### src/rtl/ula_arbiter.sv
// rtl/ula_arbiter.sv - round-robin arbiter sharing one ULA between two requesters
// Optional grant counters when ULA_ARB_STATS_EN is defined.
module ula_arbiter #(
  parameter int SLOW_LAT = 4
) (
  input  logic        clk,
  input  logic        reset,
  input  logic        req0_valid,
  input  logic [4:0]  req0_op,
  input  logic [31:0] req0_data1,
  input  logic [31:0] req0_data2,
  input  logic [4:0]  req0_shamt,
  output logic        req0_ready,
  input  logic        req1_valid,
  input  logic [4:0]  req1_op,
  input  logic [31:0] req1_data1,
  input  logic [31:0] req1_data2,
  input  logic [4:0]  req1_shamt,
  output logic        req1_ready,
  output logic        rsp0_valid,
  output logic [31:0] rsp0_result,
  output logic        rsp0_zero,
  output logic        rsp1_valid,
  output logic [31:0] rsp1_result,
  output logic        rsp1_zero,
  output logic [4:0]  ula_op,
  output logic [31:0] ula_data1,
  output logic [31:0] ula_data2,
  output logic [4:0]  ula_shamt,
  input  logic [31:0] ula_result,
  input  logic        ula_zero
`ifdef ULA_ARB_STATS_EN
  ,
  output logic [15:0] grant_cnt0,
  output logic [15:0] grant_cnt1
`endif
);

  localparam int CW = (SLOW_LAT > 1) ? $clog2(SLOW_LAT) : 1;

  typedef enum logic [1:0] {IDLE, EXEC, RESP} state_t;

  state_t        state_q, state_d;
  logic          prio_q, prio_d;
  logic          port_q, port_d;
  logic [4:0]    op_q, op_d;
  logic [31:0]   data1_q, data1_d;
  logic [31:0]   data2_q, data2_d;
  logic [4:0]    shamt_q, shamt_d;
  logic [CW-1:0] cnt_q, cnt_d;
  logic          rsp0_valid_q, rsp0_valid_d;
  logic          rsp1_valid_q, rsp1_valid_d;
  logic [31:0]   rsp0_result_q, rsp0_result_d;
  logic [31:0]   rsp1_result_q, rsp1_result_d;
  logic          rsp0_zero_q, rsp0_zero_d;
  logic          rsp1_zero_q, rsp1_zero_d;
  logic          gnt0, gnt1, exec_drv;
  logic [4:0]    sel_op;

`ifdef ULA_ARB_STATS_EN
  logic [15:0]   grant_cnt0_q, grant_cnt0_d;
  logic [15:0]   grant_cnt1_q, grant_cnt1_d;
  assign grant_cnt0 = grant_cnt0_q;
  assign grant_cnt1 = grant_cnt1_q;
`endif

  // Ties go to prio; a lone requester always wins.
  assign gnt0 = req0_valid && (!req1_valid || !prio_q);
  assign gnt1 = req1_valid && (!req0_valid || prio_q);
  assign req0_ready = (state_q == IDLE) && !reset && gnt0;
  assign req1_ready = (state_q == IDLE) && !reset && gnt1;
  assign sel_op = req1_ready ? req1_op : req0_op;

  assign exec_drv  = (state_q == EXEC) && !reset;
  assign ula_op    = exec_drv ? op_q    : 5'd0;
  assign ula_data1 = exec_drv ? data1_q : 32'd0;
  assign ula_data2 = exec_drv ? data2_q : 32'd0;
  assign ula_shamt = exec_drv ? shamt_q : 5'd0;

  assign rsp0_valid  = rsp0_valid_q;
  assign rsp0_result = rsp0_result_q;
  assign rsp0_zero   = rsp0_zero_q;
  assign rsp1_valid  = rsp1_valid_q;
  assign rsp1_result = rsp1_result_q;
  assign rsp1_zero   = rsp1_zero_q;

  always_comb begin
    state_d       = state_q;
    prio_d        = prio_q;
    port_d        = port_q;
    op_d          = op_q;
    data1_d       = data1_q;
    data2_d       = data2_q;
    shamt_d       = shamt_q;
    cnt_d         = cnt_q;
    rsp0_valid_d  = 1'b0;
    rsp1_valid_d  = 1'b0;
    rsp0_result_d = rsp0_result_q;
    rsp1_result_d = rsp1_result_q;
    rsp0_zero_d   = rsp0_zero_q;
    rsp1_zero_d   = rsp1_zero_q;
    case (state_q)
      IDLE: begin
        if (req0_ready || req1_ready) begin
          port_d  = req1_ready;
          op_d    = sel_op;
          data1_d = req1_ready ? req1_data1 : req0_data1;
          data2_d = req1_ready ? req1_data2 : req0_data2;
          shamt_d = req1_ready ? req1_shamt : req0_shamt;
          // Mult and div hold the ULA inputs for SLOW_LAT cycles in total.
          cnt_d   = (sel_op == 5'b00011 || sel_op == 5'b00101) ? CW'(SLOW_LAT - 1) : '0;
          state_d = EXEC;
        end
      end
      EXEC: begin
        if (cnt_q != '0) begin
          cnt_d = cnt_q - 1'b1;
        end else begin
          if (port_q) begin
            rsp1_valid_d  = 1'b1;
            rsp1_result_d = ula_result;
            rsp1_zero_d   = ula_zero;
          end else begin
            rsp0_valid_d  = 1'b1;
            rsp0_result_d = ula_result;
            rsp0_zero_d   = ula_zero;
          end
          state_d = RESP;
        end
      end
      RESP: begin
        prio_d  = ~port_q;
        state_d = IDLE;
      end
      default: state_d = IDLE;
    endcase
  end

`ifdef ULA_ARB_STATS_EN
  always_comb begin
    grant_cnt0_d = grant_cnt0_q;
    grant_cnt1_d = grant_cnt1_q;
    if (req0_ready && grant_cnt0_q != 16'hFFFF) grant_cnt0_d = grant_cnt0_q + 16'd1;
    if (req1_ready && grant_cnt1_q != 16'hFFFF) grant_cnt1_d = grant_cnt1_q + 16'd1;
  end
`endif

  always_ff @(posedge clk) begin
    if (reset) begin
      state_q       <= IDLE;
      prio_q        <= 1'b0;
      port_q        <= 1'b0;
      op_q          <= 5'd0;
      data1_q       <= 32'd0;
      data2_q       <= 32'd0;
      shamt_q       <= 5'd0;
      cnt_q         <= '0;
      rsp0_valid_q  <= 1'b0;
      rsp1_valid_q  <= 1'b0;
      rsp0_result_q <= 32'd0;
      rsp1_result_q <= 32'd0;
      rsp0_zero_q   <= 1'b0;
      rsp1_zero_q   <= 1'b0;
`ifdef ULA_ARB_STATS_EN
      grant_cnt0_q  <= 16'd0;
      grant_cnt1_q  <= 16'd0;
`endif
    end else begin
      state_q       <= state_d;
      prio_q        <= prio_d;
      port_q        <= port_d;
      op_q          <= op_d;
      data1_q       <= data1_d;
      data2_q       <= data2_d;
      shamt_q       <= shamt_d;
      cnt_q         <= cnt_d;
      rsp0_valid_q  <= rsp0_valid_d;
      rsp1_valid_q  <= rsp1_valid_d;
      rsp0_result_q <= rsp0_result_d;
      rsp1_result_q <= rsp1_result_d;
      rsp0_zero_q   <= rsp0_zero_d;
      rsp1_zero_q   <= rsp1_zero_d;
`ifdef ULA_ARB_STATS_EN
      grant_cnt0_q  <= grant_cnt0_d;
      grant_cnt1_q  <= grant_cnt1_d;
`endif
    end
  end

endmodule

### config.mk
export PLATFORM = sky130hd
export DESIGN_NAME = ula_arbiter
export DESIGN_NICKNAME = d
export VERILOG_FILES = /design/src/rtl/ula_arbiter.sv
export SDC_FILE = /design/constraint.sdc
export NUM_CORES = 1
export LEC_CHECK = 0
export CORE_ASPECT_RATIO = 2
export CORE_MARGIN = 4
export CORE_UTILIZATION = 40
export CTS_CLUSTER_SIZE = 8
export DETAILED_ROUTE_END_ITERATION = 6
export PLACE_DENSITY = 0.81
export SLEW_MARGIN = 0
export SYNTH_ARGS = -nofsm -noshare
export SYNTH_HDL_FRONTEND = slang
export SYNTH_SLANG_ARGS = --single-unit
### constraint.sdc
create_clock -name clk -period 3.55 [get_ports clk]
set_input_delay 0.71 -clock clk [delete_from_list [all_inputs] [get_ports clk]]
set_output_delay 0.71 -clock clk [all_outputs]
set_load 0.02 [all_outputs]
==> run summary <==
Status on the layout run. The final layout reports a setup TNS of 0 ns. The flow ran to the end, and the final reports show no timing, DRC or antenna violations. By area the synthesized netlist is led by dfxtp_1 47%, nand2_1 17%, a311oi_1 10%, and2_1 7.3%, a21oi_1 5.3%.

The arrival time of data at the worst endpoint is listed as between 2 and 2.5 ns. The root buffer cell chosen for the clock tree is clkbuf_16. In this build the clock could be raised as far as 0.331 GHz. Per-instance average area after synthesis landed at 7.61 sq um.

Count of max-cap constraint violations landed at 0. Half-perimeter wire length of the detailed placement result landed at 15200 um. Hold timing on the final database bottoms out at a slack of 0.451 ns. Maximum count of clock buffers along a single path landed at 2. The power report puts the leakage power at between 0.003 and 0.004 uW.

Overall overflow remaining after global route landed at 0. Initial antenna violation count landed at 0. For reference, the final report shows the hold violation count at 0.

Relative area change from synthesis to final layout landed at 62.7%. Before any placement, the netlist area is recorded as 6310 sq um. Per the synth stats, the flop cell with the highest instance count is dfxtp_1. When the netlist entered floorplanning its net count stood at 1015. The final antenna diode tally reported by the flow is 0. Number of iterations in the first detailed-routing pass landed at 5.
report_power, final:
part	leakage [uW]	internal (uW)	switching [uW]	total, uW
sequential	0.00121	1770	55.8	1830
clock	0.000288	1150	717	1870
combinational	0.00216	354	330	684
placed cells by master (no fill, tap or decap), types with 3 or more instances in the layout:
cell type / count
and2_1: 74
a21oi_1: 67
inv_1: 4
nand2_1: 281
a311oi_1: 74
dfxtp_1: 148
nand2b_1: 3
clkbuf_16: 17
buf_4: 10
clkdlybuf4s50_1: 327
bufinv_16: 3
clkbuf_1: 3
nor2_1: 80
clkinvlp_4: 3
area by class of cell:
type | instances | share of cell area
clock buffers | 22 | 0.0452
clock inverters | 10 | 0.0144
inverters | 5 | 0.00183
multi-input cells | 605 | 0.296
flip-flops and latches | 148 | 0.289
well taps | 198 | 0.0241
repair buffers | 339 | 0.330
sequential cells by signal, summed over array words and instances (netlist names):
signal	count
rsp0_valid	1
rsp0_zero	1
data1_q	32
state_q	2
op_q	5
rsp1_valid	1
prio_q	1
rsp1_zero	1
port_q	1
shamt_q	5
rsp0_result	32
cnt_q	2
rsp1_result	32
data2_q	32
worst paths after layout:
path / from / end / slack, ns / depth (start not counted)
min reg2reg: rsp1_result[18] / rsp1_result[18] / 0.45 / 2
max: state_q[0] / ula_data2[11] / 0.53 / 5
min: rsp1_result[18] / rsp1_result[18] / 0.45 / 2
max reg2reg: state_q[1] / data2_q[24] / 1.29 / 6
cells in the mapped netlist (all sizes together) (2+ instances only):
cell type and count:
or2 2, a221oi 2, nand2b 3, buf 27, o21ai 2, a311oi 74, inv 5, nand3 3
dfxtp 148, nand2 281, nor2 82, a21oi 67, clkbuf 44, nor3 2, and2 74
cell families (layout without fill, tap and decap cells):
kind of cell    after synthesis  count (layout)  synth area share
fa+ha+maj                     1               1           0.00198
mux                           2               2           0.00337
simple gates                453             453             0.307
buf+inv                      76             376            0.0526
flops                       148             148             0.470
compound gates              147             147             0.163
xor+xnor                      2               2           0.00278
metrics by stage:
step	area [sq um]	util	instances
5_1_grt	10300	0.668	1327
6_report	10300	0.668	1327
3_3_place_gp	9650	0.628	1295
2_1_floorplan	6310	-	829
3_5_place_dp	9650	0.628	1295
4_1_cts	10300	0.668	1327
worst min-delay path: cells and delay by family, from the launching register on:
kind | cells | cell delay, ns
AND-OR/OR-AND | 1 | 0.05
flip-flops | 1 | 0.30
AND/OR/NAND/NOR | 1 | 0.05
metal layers:
| metal | GRT usage | vias to the layer above | part of all wire |
|---|---|---|---|
| li1 | - | 3327 | - |
| met1 | 0.254 | 3109 | 0.37 |
| met2 | 0.424 | 290 | 0.52 |
| met3 | 0.0608 | 52 | 0.064 |
| met4 | 0.110 | 0 | 0.040 |
| met5 | 0 | - | 0 |
layer_met1.png
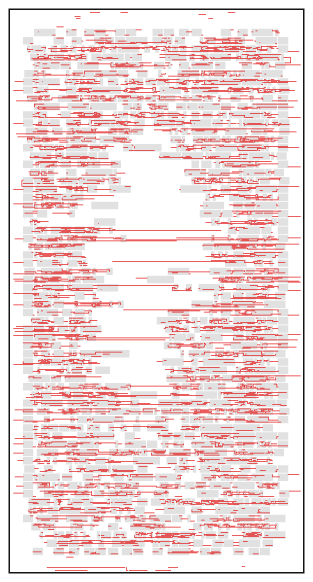
The wires run mostly horizontal. The layer carries 8190 um of wire. 1162 nets have wire on it.

layer_met2.png
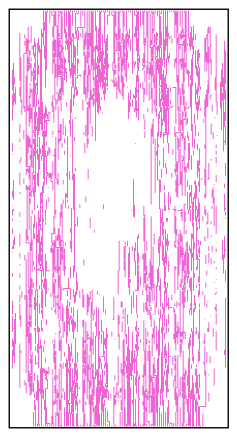
The layer carries 11500 um of wire. The layer holds 52% of the routed length. The wires run mostly vertical.

layer_met3.png
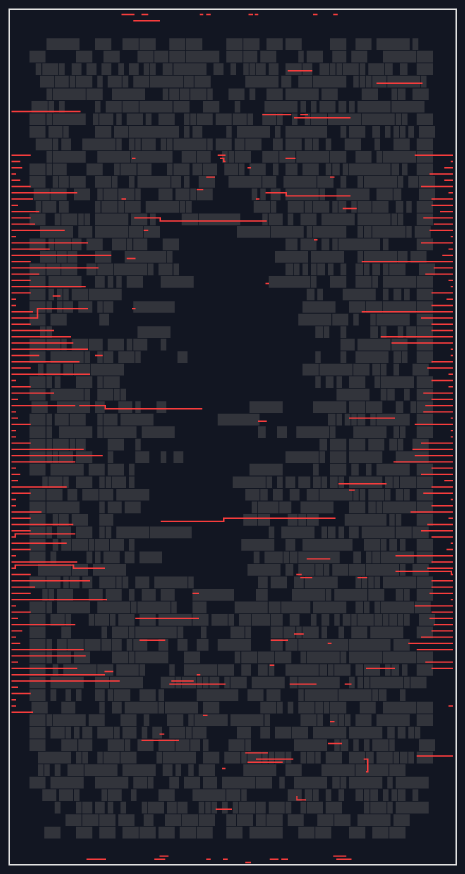
216 nets have wire on it. The longest straight run is 24.2 um. The wires run mostly horizontal. The layer holds 6.4% of the routed length. The layer carries 1410 um of wire.

layer_met4.png
The bar under the picture is 20 um long.
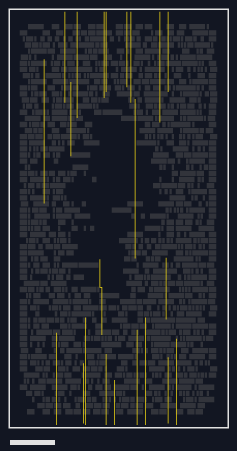
The layer holds 4.0% of the routed length. The layer carries 870 um of wire. 19 nets have wire on it.

congestion.png
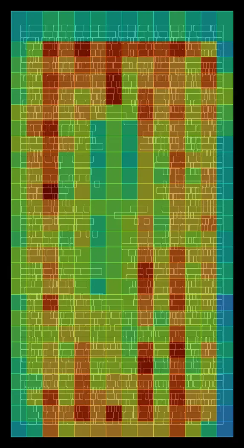
average routed wire per standard cell: 16.6 um
Total Routing Usage GR: 0.234

Power figures rest on the tool's default switching activity, not on a simulated workload.
